`config.mk`:
```
export PLATFORM = sky130hd
export DESIGN_NAME = updown_counter_chain
export DESIGN_NICKNAME = d
export VERILOG_FILES = /design/src/rtl/updown_counter_chain.sv
export SDC_FILE = /design/constraint.sdc
export NUM_CORES = 1
export LEC_CHECK = 0
export CAP_MARGIN = 0
export CORE_ASPECT_RATIO = 1.2
export CORE_MARGIN = 10
export CORE_UTILIZATION = 35
export CTS_BUF_LIST = sky130_fd_sc_hd__clkbuf_8 sky130_fd_sc_hd__clkbuf_16
export DETAILED_ROUTE_END_ITERATION = 16
export GPL_TIMING_DRIVEN = 0
export RECOVER_POWER = 25
export SYNTH_ARGS = -nofsm -noshare
export SYNTH_HDL_FRONTEND = slang
export SYNTH_SLANG_ARGS = --single-unit
```
`constraint.sdc`:
```
create_clock -name clk -period 2.3 [get_ports clk]
set_input_delay 0.46 -clock clk [delete_from_list [all_inputs] [get_ports clk]]
set_output_delay 0.46 -clock clk [all_outputs]
set_load 0.005 [all_outputs]
```
`src/rtl/updown_counter_chain.sv`:
```
// Multi-digit modulo up/down counter with single-edge ripple, load range check and cascade terminal count.
// Latency: count, digit_carry, carry and load_err are registered (1 clk); tc is combinational (0 clk).
// Backpressure: none; en is the only flow control, and tc drives the en of a cascaded instance.
module updown_counter_chain #(
  parameter int DIGITS  = 2,
  parameter int MODULUS = 10,
  parameter int WIDTH   = 4
) (
  input  logic                      clk,
  input  logic                      rst,
  input  logic                      en,
  input  logic                      up,
  input  logic                      clr,
  input  logic                      load,
  input  logic [DIGITS*WIDTH-1:0]   load_val,
  output logic [DIGITS*WIDTH-1:0]   count,
  output logic [DIGITS-1:0]         digit_carry,
  output logic                      carry,
  output logic                      tc,
  output logic                      load_err
);

  localparam logic [WIDTH-1:0] LAST    = WIDTH'(MODULUS - 1);
  localparam logic [WIDTH:0]   MOD_EXT = (WIDTH + 1)'(MODULUS);

  logic [WIDTH-1:0] digit_q   [DIGITS];
  logic [WIDTH-1:0] digit_nxt [DIGITS];
  logic [WIDTH-1:0] load_dig  [DIGITS];
  logic [DIGITS-1:0] at_term;
  logic [DIGITS-1:0] step;
  logic [DIGITS-1:0] wrap;
  logic [DIGITS-1:0] load_bad;

  // Terminal detection per digit and the enable chain: a digit steps only when every lower digit is terminal.
  always_comb begin
    at_term = '0;
    step    = '0;
    for (int i = 0; i < DIGITS; i++) begin
      at_term[i] = up ? (digit_q[i] == LAST) : (digit_q[i] == '0);
    end
    step[0] = en;
    for (int i = 1; i < DIGITS; i++) begin
      step[i] = step[i-1] & at_term[i-1];
    end
    wrap = step & at_term;
  end

  // Next value of every digit on a count step, plus the range-checked load value.
  always_comb begin
    for (int i = 0; i < DIGITS; i++) begin
      digit_nxt[i] = digit_q[i];
      load_dig[i]  = load_val[i*WIDTH +: WIDTH];
      load_bad[i]  = ({1'b0, load_val[i*WIDTH +: WIDTH]} >= MOD_EXT);
      if (load_bad[i]) begin
        load_dig[i] = '0;
      end
      if (wrap[i]) begin
        digit_nxt[i] = up ? '0 : LAST;
      end else if (step[i]) begin
        digit_nxt[i] = up ? (digit_q[i] + WIDTH'(1)) : (digit_q[i] - WIDTH'(1));
      end
    end
  end

  // Pack the digit registers onto the output bus, digit 0 in the low bits.
  always_comb begin
    count = '0;
    for (int i = 0; i < DIGITS; i++) begin
      count[i*WIDTH +: WIDTH] = digit_q[i];
    end
  end

  // Cascade output: the next instance steps on the same edge this one wraps.
  assign tc = en & (&at_term);

  // State update with priority clr > load > en; all flag outputs are one-cycle pulses.
  always_ff @(posedge clk or posedge rst) begin
    if (rst) begin
      for (int i = 0; i < DIGITS; i++) begin
        digit_q[i] <= '0;
      end
      digit_carry <= '0;
      carry       <= 1'b0;
      load_err    <= 1'b0;
    end else if (clr) begin
      for (int i = 0; i < DIGITS; i++) begin
        digit_q[i] <= '0;
      end
      digit_carry <= '0;
      carry       <= 1'b0;
      load_err    <= 1'b0;
    end else if (load) begin
      for (int i = 0; i < DIGITS; i++) begin
        digit_q[i] <= load_dig[i];
      end
      digit_carry <= '0;
      carry       <= 1'b0;
      load_err    <= |load_bad;
    end else begin
      for (int i = 0; i < DIGITS; i++) begin
        digit_q[i] <= digit_nxt[i];
      end
      digit_carry <= wrap;
      carry       <= wrap[DIGITS-1];
      load_err    <= 1'b0;
    end
  end

endmodule
```
### The clock network, run 1

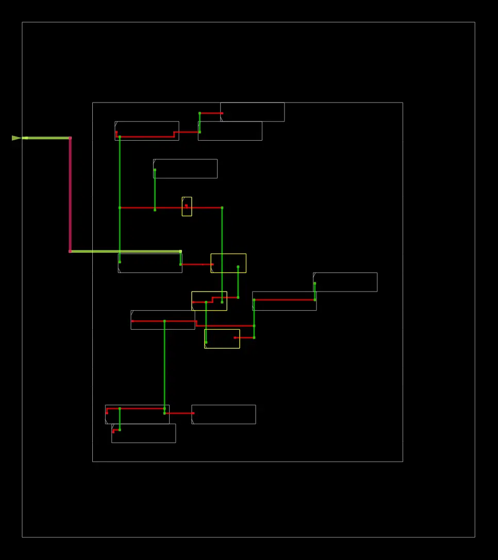
clock skew: 1.79 ps
clkbuf count: 3
Clk Latency, worst-skew pair: 240 ps
clock group power: 0.000194 W
CTS Buf Count: 3

### Clock distribution, run 1

The bar under the picture is 20 um long.
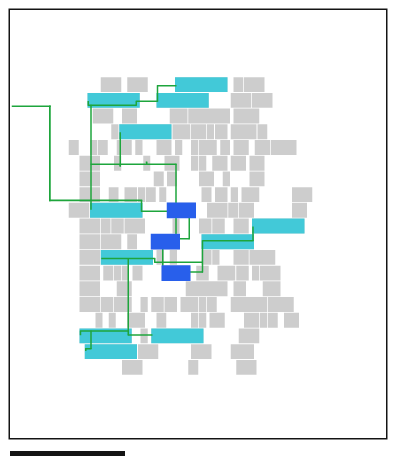
Key: flip-flops = cyan [count 11]; clock wires = green [length 203 um]; cells driving clock nets = blue [count 3]
There are 4 routed clock nets.
clock power share: 32.7%

### Pin map, run 1

Pins as bars across the die edge, other pins in grey.
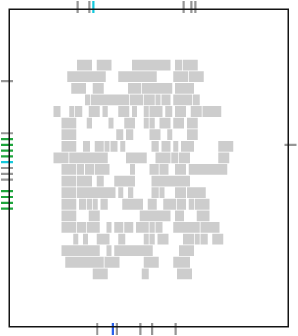
Key: `en` = blue [pins 1, direction input, edge south]; `load_val` = green [pins 8, direction input, edge west]; `digit_carry` = cyan [pins 2, direction output, edge 1 west, 1 north]
All pins by edge: 14 west, 6 north, 6 south, 1 east.
port buffer count: 25
die width: 65.1 um
DIE HEIGHT: 74.1 um

==> out/summary.txt, run 1 <==
Final Cell Area - 0.00126 mm2
CORE AREA - 0.00231 mm2
post-layout period usage - 91.3%
Hold Vio Cnt, Final - 0
CTS tree - yes
post-synthesis sequential area ratio - 32.2%
Peak Freq - 0.476 GHz
largest net degree at the start of global routing - 12
Placed Area - 0.00114 mm2
yosys xor share - 6.15%
Slew Limit Headroom - 55.8%
DR pass1 iterations - 4
Critical Path AT - 1640 ps
first-pass GRT wire length - 4.26 mm
top-level I/O count - 27
Critical-path top delay cell - or3_1
EDFF count, synth - 0
Min-Delay Path Class - register to register
hpwl dp - 1.85 mm
max cap viols - 0
fillers - 228
Critical Path Source Type - register
Post-synth top cells - dfrtp_1 (11), nor2_1 (10), a21oi_1 (9)
synthesized cell area - 855 um2
Tmin final - 2100 ps
vias in the first global route - 934
count leader, synth - dfrtp_1
drt wl/cell - 14.3 um
Critical Path RT - 1840 ps
nets@finish - 160
top cell family by delay on the critical path - simple AND/OR/NAND/NOR gates
Critical Path Max Stage Delay - 380 ps
# diodes - 0
Via Count - 874
logic area - 541 um2
Design Power - 0.000594 W
Setup CP Type - register to output port
P&R area growth vs syn - 47.4%
Crit. End Element - output port
Finish-stage setup viols - 0
# DRC - 0
unrepaired setup endpoints after global routing - false
RePlAce Congestion - 0.761
H-tree depth reported by CTS - 1
CP cell instances - or3_1 > a211oi_2 > nand2_1 > buf_4 > inv_1 > clkbuf_2
Hold Slack - 578 ps
CTS root buf - clkbuf_8
Commonest flop - dfrtp_1
Post-Synth AOI/OAI Area - 21.2%
Pleak - 0.538 nW
clock tree buffer depth - 2
hold_buf cts - 0
Clock Sinks - 11
Top non-seq family - simple AND/OR/NAND/NOR gates
Cell Type Count - 32
Remaining Overflow, GRT - 0
WP buf/inv - 3
Clk pin slew, worst setup/hold paths - 50 ps
flops & latches, synth - 11
area reported by Yosys stat - 855 um2
outcome - finished clean
layout cells sized above 1 - 14.4%
Rows - 19
total tool warning count - 26
initial antenna violation count - 0
slew of the pin with the lowest slew margin - 660 ps
Yosys Warn Count - 0
Mean Syn Cell Area - 8.46 um2
fp util - 37.1%
GRT Overall Usage - 10.8%
Routed WL - 2.43 mm
Post-Syn Instances - 101
adder share - 10.5%
Sequential Area - 275 um2
Peak VDD IR - 0.312 mV
CP max FO - 2
MUX area fraction - 1.17%
area share, top type - 32.2%
Pins Over Slew Limit - 0
Setup TNS - 0 ps
ys async rst share - 100%
ys cells - 101
Synth area leader - dfrtp_1
Synth area leaders - dfrtp_1 (32%), xnor2_1 (6.1%), ha_1 (5.9%)
Detailed Route Iter0 Violations - 18
Net Count, Synth - 121
chip area - 0.00483 mm2
Post-DRT Antenna Nets - 0
Via density - 5.14
yosys simple share - 22.5%
power per cell area - 471 mW/mm2
-- run 1: sequential cells by signal (all words and copies together) (netlist names) --
register / count
load_err: 1
count: 8
digit_carry: 1
carry: 1
-- run 1: cells by family (layout without fill, tap and decap cells) --
logic type,after synthesis,count (layout)
fa+ha+maj,6,6
simple gates,37,37
flops,11,11
xor+xnor,6,6
buf+inv,13,51
mux,1,1
compound gates,27,27
-- run 1: cells in the final DEF, fill, tap and decap left out, drive strengths merged, types with 2 or more instances in the layout --
cell / netlist / routed
clkdlybuf4s50: 0 / 22
dfrtp: 11 / 11
buf: 1 / 11
nor2: 10 / 10
inv: 8 / 9
a21oi: 9 / 9
clkbuf: 4 / 8
xnor2: 6 / 6
nand2: 6 / 6
nor3: 5 / 5
ha: 4 / 4
o21ai: 3 / 3
a31oi: 3 / 3
nand3: 3 / 3
o211ai: 2 / 2
or3: 2 / 2
a21o: 2 / 2
nor4: 2 / 2
nand2b: 2 / 2
nor2b: 2 / 2
o31ai: 2 / 2
fa: 2 / 2
a211oi: 2 / 2
-- run 1: power by group --
group	total (W)	leakage, nW	switching [W]	internal (W)
sequential	0.000217	0.149	0.0000122	0.000204
combinational	0.000183	0.362	0.0000858	0.0000969
clock	0.000194	0.0269	0.0000766	0.000118
total	0.000594	0.538	0.000175	0.000419
-- run 1: final cells by class --
type | instances | share of cell area [%]
buffer | 5 | 1.79
clock buffer | 3 | 3.28
clock inverter | 1 | 0.298
inverter | 8 | 2.38
multi-input combinational | 77 | 42.9
sequential | 11 | 21.8
tap | 31 | 3.08
timing repair buffer | 34 | 24.4
-- run 1: worst min-delay path: cells and delay by family (launching register included) --
kind / cells / cell delay, ps
and+or+nand+nor: 1 / 70
DFF: 1 / 400
AOI/OAI and AO/OA: 1 / 70
-- run 1: per-layer routing --
metal | global-route usage, % | part of all wire (%) | wire length [um] | vias up
met4 | 3.33 | 0.66 | 16 | 0
li1 | - | - | - | 436
met3 | 3.00 | 4.4 | 108 | 2
met1 | 13.7 | 49 | 1180 | 415
met5 | 0 | 0 | 0 | -
met2 | 17.4 | 46 | 1120 | 21
-- run 1: through the flow --
| stage | setup slack, ps | cells | utilization [%] |
|---|---|---|---|
| after detailed placement | -692 | 157 | 49.6 |
| after CTS | 0.479 | 170 | 54.6 |
| after global placement | -695 | 157 | 49.6 |
| after floorplan | 564 | 101 | - |
| after global routing | 91.9 | 170 | 54.6 |
| final | 200 | 170 | 54.6 |
-- run 1: timing repair --
item                       in CTS  in global routing
pin swaps                       2                  6
gates cloned                    0                  0
gates resized                   8                  3
setup endpoints to repair       3                  2
buffers inserted                9                  2
-- run 1: worst paths after layout --
kind	to	start	slack (ps)	depth (start not counted)
worst max-delay path	tc	count[4]	200	6
worst min-delay path	count[6]	count[6]	580	2
worst min register to register	count[6]	count[6]	580	2
min in group asynchronous	count[2]	rst	660	2
worst max register to register	count[6]	count[4]	210	10
max in group asynchronous	load_err	rst	1340	2
==> run 2: changes to the inputs <==
--- a/config.mk
+++ b/config.mk
@@ -6,12 +6,15 @@
 export NUM_CORES = 1
 export LEC_CHECK = 0
 export CAP_MARGIN = 0
+export CELL_PAD_IN_SITES_DETAIL_PLACEMENT = 0
+export CELL_PAD_IN_SITES_GLOBAL_PLACEMENT = 1
 export CORE_ASPECT_RATIO = 1.2
 export CORE_MARGIN = 10
 export CORE_UTILIZATION = 35
 export CTS_BUF_LIST = sky130_fd_sc_hd__clkbuf_8 sky130_fd_sc_hd__clkbuf_16
 export DETAILED_ROUTE_END_ITERATION = 16
 export GPL_TIMING_DRIVEN = 0
+export PLACE_DENSITY_LB_ADDON = 0.1
 export RECOVER_POWER = 25
 export SYNTH_ARGS = -nofsm -noshare
 export SYNTH_HDL_FRONTEND = slang
### Layout detail, run 2

Region (6, 9) to (26, 29) um. Cells in grey, sequential cells in the stronger grey; small squares are vias.
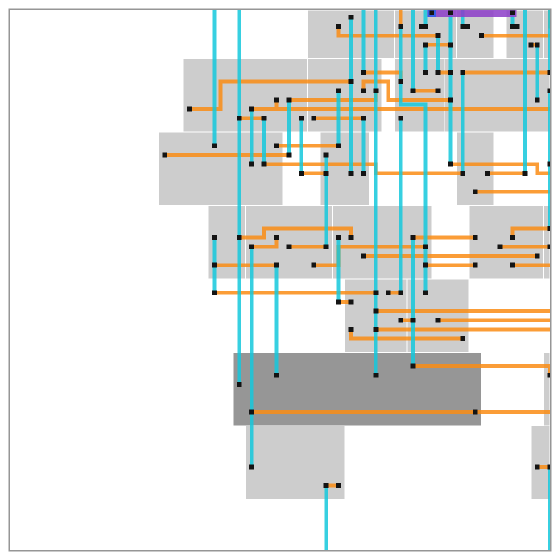
Key: met1 = orange; met2 = cyan; met4 = blue; met3 = purple
Sequential cells in the window: 1. 19 logic cells have their middle in the window. Netlist names of flops here include `count` (1).

==> out/summary.txt, run 2 <==
CORE AREA - 0.00231 mm2
flops & latches, synth - 11
Critical Path RT - 1840 ps
Post-Syn Instances - 101
switching part of the total - 29.2%
final worst slack - 216 ps
total tool warning count - 26
top-level I/O count - 27
Peak VDD IR - 0.336 mV
Final Non-Filler Cells - 171
final core utilization - 55.0%
Net Count, Synth - 121
layout cells sized above 1 - 13.6%
EDFF count, synth - 0
unrepaired setup endpoints after global routing - false
port buffer count - 25
Routed WL - 2.57 mm
GRT Overall Usage - 11.4%
Remaining Overflow, GRT - 0
clock tree buffer depth - 2
CTS root buf - clkbuf_8
Clk pin slew, worst setup/hold paths - 60 ps
area reported by Yosys stat - 855 um2
setup slack, reg-to-reg - 270 ps
Finish-stage setup viols - 0
synthesized cell area - 855 um2
DR pass1 iterations - 4
outcome - finished clean
post-synthesis sequential area ratio - 32.2%
Clk Latency, worst-skew pair - 240 ps
Critical Path AT - 1620 ps
post-layout period usage - 90.6%
drt wl/cell - 15.0 um
nets@finish - 161
initial antenna violation count - 0
RePlAce Congestion - 0.816
Crit. End Element - output port
P&R area growth vs syn - 48.3%
# DRC - 0
Tmin final - 2080 ps
Rows - 19
clock skew - 8.12 ps
fp util - 37.1%
ys cells - 101
Via density - 5.23
first-pass GRT wire length - 4.44 mm
Post-DRT Antenna Nets - 0
Clock Sinks - 11
most used logic cell in the final layout - clkdlybuf4s50_1
Peak Freq - 0.480 GHz
Commonest flop - dfrtp_1
hold_buf cts - 0
largest net degree at the start of global routing - 12
Hold Vio Cnt, Final - 0
# diodes - 0
ys async rst share - 100%
Cell Count Post-Placement - 157
Yosys Warn Count - 0
Pins Over Slew Limit - 0
Mean Syn Cell Area - 8.46 um2
power per cell area - 479 mW/mm2
clock power share - 31.8%
==> run 2: cell counts after synthesis <==
No cell type changed its count.
==> run 2: kinds of logic (layout without fill, tap and decap cells) <==
logic type | Yosys count | after routing | share of synthesized area (%)
xor gates and xnor gates | 6 | 6 | 6.15
and+or+nand+nor | 37 | 37 | 22.5
AOI/OAI and AO/OA | 27 | 27 | 21.2
buffers and inverters | 13 | 52 | 6.15
muxes | 1 | 1 | 1.17
DFF | 11 | 11 | 32.2
adders and majority gates | 6 | 6 | 10.5
==> run 2: power by group through the flow <==
| stage | logic [W] | registers, W | clock network (W) |
|---|---|---|---|
| after floorplan | 0.0000958 | 0.000219 | 0 |
| after global placement | 0.000167 | 0.000221 | 0 |
| after detailed placement | 0.000169 | 0.000222 | 0 |
| after CTS | 0.000198 | 0.000218 | 0.000195 |
| after global routing | 0.000221 | 0.000219 | 0.000202 |
| final | 0.000196 | 0.000218 | 0.000193 |
==> run 2: timing repair <==
action | 4_1_cts | 5_1_grt
gates resized | 8 | 0
endpoints found under the setup margin | 3 | 0
buffers inserted | 10 | 0
==> run 2: cell type report <==
cell class / instances / area, um2
Clock inverter: 1 / 3.75
Multi-Input combinational cell: 77 / 537
Fill cell: 238 / 1040
Clock buffer: 3 / 41.3
Sequential cell: 11 / 275
Inverter: 8 / 30.0
Tap cell: 31 / 38.8
Buffer: 5 / 22.5
Timing Repair Buffer: 35 / 319
==> run 2: worst max-delay path: stages (launching register included) <==
cell and delay (ps):
dfrtp_1 380, or3_1 380, a211oi_2 220, nand2_1 120, inv_1 60, dlygate4sd2_1 230
==> run 2: final timing paths <==
path	from	endpoint	cells past startpoint
max in group asynchronous	rst	count[5]	2
min	count[6]	count[6]	2
min reg2reg	count[6]	count[6]	2
max	count[7]	tc	5
min in group asynchronous	rst	count[2]	2
max reg2reg	count[4]	count[5]	13
==> run 2: metrics by stage <==
stage / area, um2 / hold WS (ps) / total power [W]
2_1_floorplan: 855 / 312 / 0.000315
3_3_place_gp: 1140 / 537 / 0.000388
3_5_place_dp: 1140 / 540 / 0.000390
4_1_cts: 1270 / 553 / 0.000610
5_1_grt: 1270 / 609 / 0.000642
6_report: 1270 / 567 / 0.000607
==> run 2: per-layer routing <==
layer | vias to the layer above | share of wire [%]
met2 | 21 | 51
met1 | 430 | 39
met3 | 6 | 8.0
met5 | - | 0
met4 | 0 | 1.9
li1 | 438 | -
==> run 3: changes to the inputs <==
--- a/config.mk
+++ b/config.mk
@@ -8,9 +8,9 @@
 export CAP_MARGIN = 0
 export CELL_PAD_IN_SITES_DETAIL_PLACEMENT = 0
 export CELL_PAD_IN_SITES_GLOBAL_PLACEMENT = 1
-export CORE_ASPECT_RATIO = 1.2
+export CORE_ASPECT_RATIO = 0.7
 export CORE_MARGIN = 10
-export CORE_UTILIZATION = 35
+export CORE_UTILIZATION = 33
 export CTS_BUF_LIST = sky130_fd_sc_hd__clkbuf_8 sky130_fd_sc_hd__clkbuf_16
 export DETAILED_ROUTE_END_ITERATION = 16
 export GPL_TIMING_DRIVEN = 0
==> constraint.sdc (replaced) <==
create_clock -name clk -period 2.2 [get_ports clk]
set_input_delay 0.44 -clock clk [delete_from_list [all_inputs] [get_ports clk]]
set_output_delay 0.44 -clock clk [all_outputs]
set_load 0.005 [all_outputs]
### Pin map, run 3

Pins as bars across the die edge, other pins in grey.
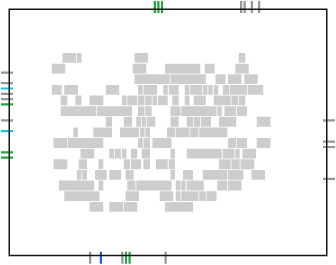
Key: `en` = blue [pins 1, direction input, edge south]; `load_val` = green [pins 8, direction input, edge 3 west, 3 north, 2 south]; `digit_carry` = cyan [pins 2, direction output, edge west]
die width: 80.8 um
DIE HEIGHT: 62.6 um

==> out/summary.txt, run 3 <==
outcome - finished clean
CTS Buf Count - 3
chip area - 0.00506 mm2
DR pass1 iterations - 4
Critical Path RT - 1760 ps
EDFF count, synth - 0
Mean Syn Cell Area - 8.46 um2
port buffer count - 25
first-pass GRT wire length - 4.35 mm
# DRC - 0
Clock Sinks - 11
CORE AREA - 0.00246 mm2
Post-DRT Antenna Nets - 0
largest net degree at the start of global routing - 12
Routed WL - 2.50 mm
Critical Path AT - 1580 ps
max cap viols - 0
synthesized cell area - 855 um2
Crit. End Element - output port
Cell Count Post-Placement - 160
final core utilization - 49.6%
count leader, synth - dfrtp_1
drt wl/cell - 14.9 um
post-layout period usage - 91.7%
ys cells - 101
top-level I/O count - 27
power per cell area - 498 mW/mm2
flops & latches, synth - 11
GRT Overall Usage - 10.6%
RePlAce Congestion - 0.741
initial antenna violation count - 0
most frequent cells in the layout - clkdlybuf4s50_1 (22), dfrtp_1 (11), nor2_1 (10), inv_1 (9), a21oi_1 (9)
Peak Freq - 0.496 GHz
Final Non-Filler Cells - 167
# diodes - 0
layout cells sized above 1 - 10.5%
Hold Vio Cnt, Final - 0
ys async rst share - 100%
area reported by Yosys stat - 855 um2
Hold Slack - 559 ps
post-synthesis sequential area ratio - 32.2%
Synth area leader - dfrtp_1
Post-Syn Instances - 101
Slew Limit Headroom - 59.9%
most used logic cell in the final layout - clkdlybuf4s50_1
CTS tree - yes
clock tree buffer depth - 2
hpwl dp - 1.94 mm
Post-synth top cells - dfrtp_1 (11), nor2_1 (10), a21oi_1 (9)
Cell Type Count - 32
P&R area growth vs syn - 42.8%
Via Count - 842
Tmin final - 2020 ps
Pleak - 0.512 nW
Rows - 15
Critical Path Source Type - register
Detailed Route Iter0 Violations - 76
fp util - 34.8%
Commonest flop - dfrtp_1
Clk pin slew, worst setup/hold paths - 50 ps
Remaining Overflow, GRT - 0
total tool warning count - 26
slew of the pin with the lowest slew margin - 599 ps
Yosys Warn Count - 0
Finish-stage setup viols - 0
vias in the first global route - 855
Net Count, Synth - 121
Setup CP Type - register to output port
area share, top type - 32.2%
hold_buf cts - 0
unrepaired setup endpoints after global routing - false
Via density - 5.04
max reg flops - 8
CP max FO - 2
Synth area leaders - dfrtp_1 (32%), xnor2_1 (6.1%), ha_1 (5.9%)
Clk Latency, worst-skew pair - 230 ps
Peak VDD IR - 0.459 mV
CTS root buf - clkbuf_8
Min-Delay Path Class - register to register
clock skew - 2.55 ps
H-tree depth reported by CTS - 1
nets@finish - 154
Pins Over Slew Limit - 0
fillers - 239
-- run 3: cell counts after synthesis --
Identical to the previous run, type by type.
-- run 3: report_power, final --
part | total (W) | switching, W | internal [W]
Combinational | 0.000186 | 0.0000894 | 0.0000964
Clock | 0.000195 | 0.0000732 | 0.000122
Sequential | 0.000227 | 0.0000128 | 0.000214
Total | 0.000608 | 0.000175 | 0.000433
-- run 3: worst paths after layout --
check                      slack, ps        to  startpoint  depth (start not counted)
setup reg to reg                 490  count[3]    count[0]                          5
setup / recovery                 180        tc    count[7]                          5
min in group asynchronous        640     carry         rst                          2
hold reg to reg                  560  count[6]    count[6]                          2
hold / removal                   560  count[6]    count[6]                          2
max in group asynchronous       1260  count[3]         rst                          2
-- run 3: cells by family (layout without fill, tap and decap cells) --
family / Yosys count / after routing / synth area share (%)
flip-flops: 11 / 11 / 32.2
AND/OR/NAND/NOR: 37 / 37 / 22.5
buffers and inverters: 13 / 45 / 6.15
multiplexers: 1 / 1 / 1.17
adder cells (fa/ha/maj): 6 / 6 / 10.5
XOR/XNOR: 6 / 6 / 6.15
AND-OR/OR-AND: 27 / 27 / 21.2
-- run 3: through the flow --
step | power, W | cell area (um2) | setup WS (ps) | setup TNS [ps]
2_1_floorplan | 0.000329 | 855 | 484 | 0
3_3_place_gp | 0.000409 | 1150 | -801 | -2430
3_5_place_dp | 0.000410 | 1150 | -801 | -2340
4_1_cts | 0.000616 | 1220 | 102 | 0
5_1_grt | 0.000651 | 1220 | 47.8 | 0
6_report | 0.000608 | 1220 | 182 | 0
-- run 3: cell type report --
| class | count | area, um2 | share of cell area [%] |
|---|---|---|---|
| Inverter | 8 | 30.0 | 2.46 |
| Clock buffer | 3 | 41.3 | 3.38 |
| Buffer | 5 | 22.5 | 1.85 |
| Sequential cell | 11 | 275 | 22.6 |
| Multi-Input combinational cell | 77 | 542 | 44.4 |
| Tap cell | 34 | 42.5 | 3.49 |
| Clock inverter | 1 | 3.75 | 0.308 |
| Timing Repair Buffer | 28 | 263 | 21.5 |
-- run 3: worst max-delay path, cell delays in order, from the launching register on --
cell and delay, ps:
dfrtp_1 390, or3_4 390, a211oi_2 250, nand2_1 140, inv_1 80, clkbuf_2 110
-- run 3: timing repair --
item	in CTS	in global routing
resized	8	3
endpoints found under the hold margin	0	0
setup buffers	3	0
pin swaps	2	2
gates cloned	0	0
setup endpoints to repair	3	1
-- run 3: routing by layer --
metal / wire, um / vias to the layer above / global-route usage [%] / share of wire [%]
li1: - / 422 / - / -
met4: 12 / 0 / 1.29 / 0.48
met2: 1020 / 28 / 14.3 / 41
met3: 247 / 2 / 5.03 / 9.9
met1: 1210 / 390 / 14.9 / 49
met5: 0 / - / 0 / 0
Power figures rest on the tool's default switching activity, not on a simulated workload.
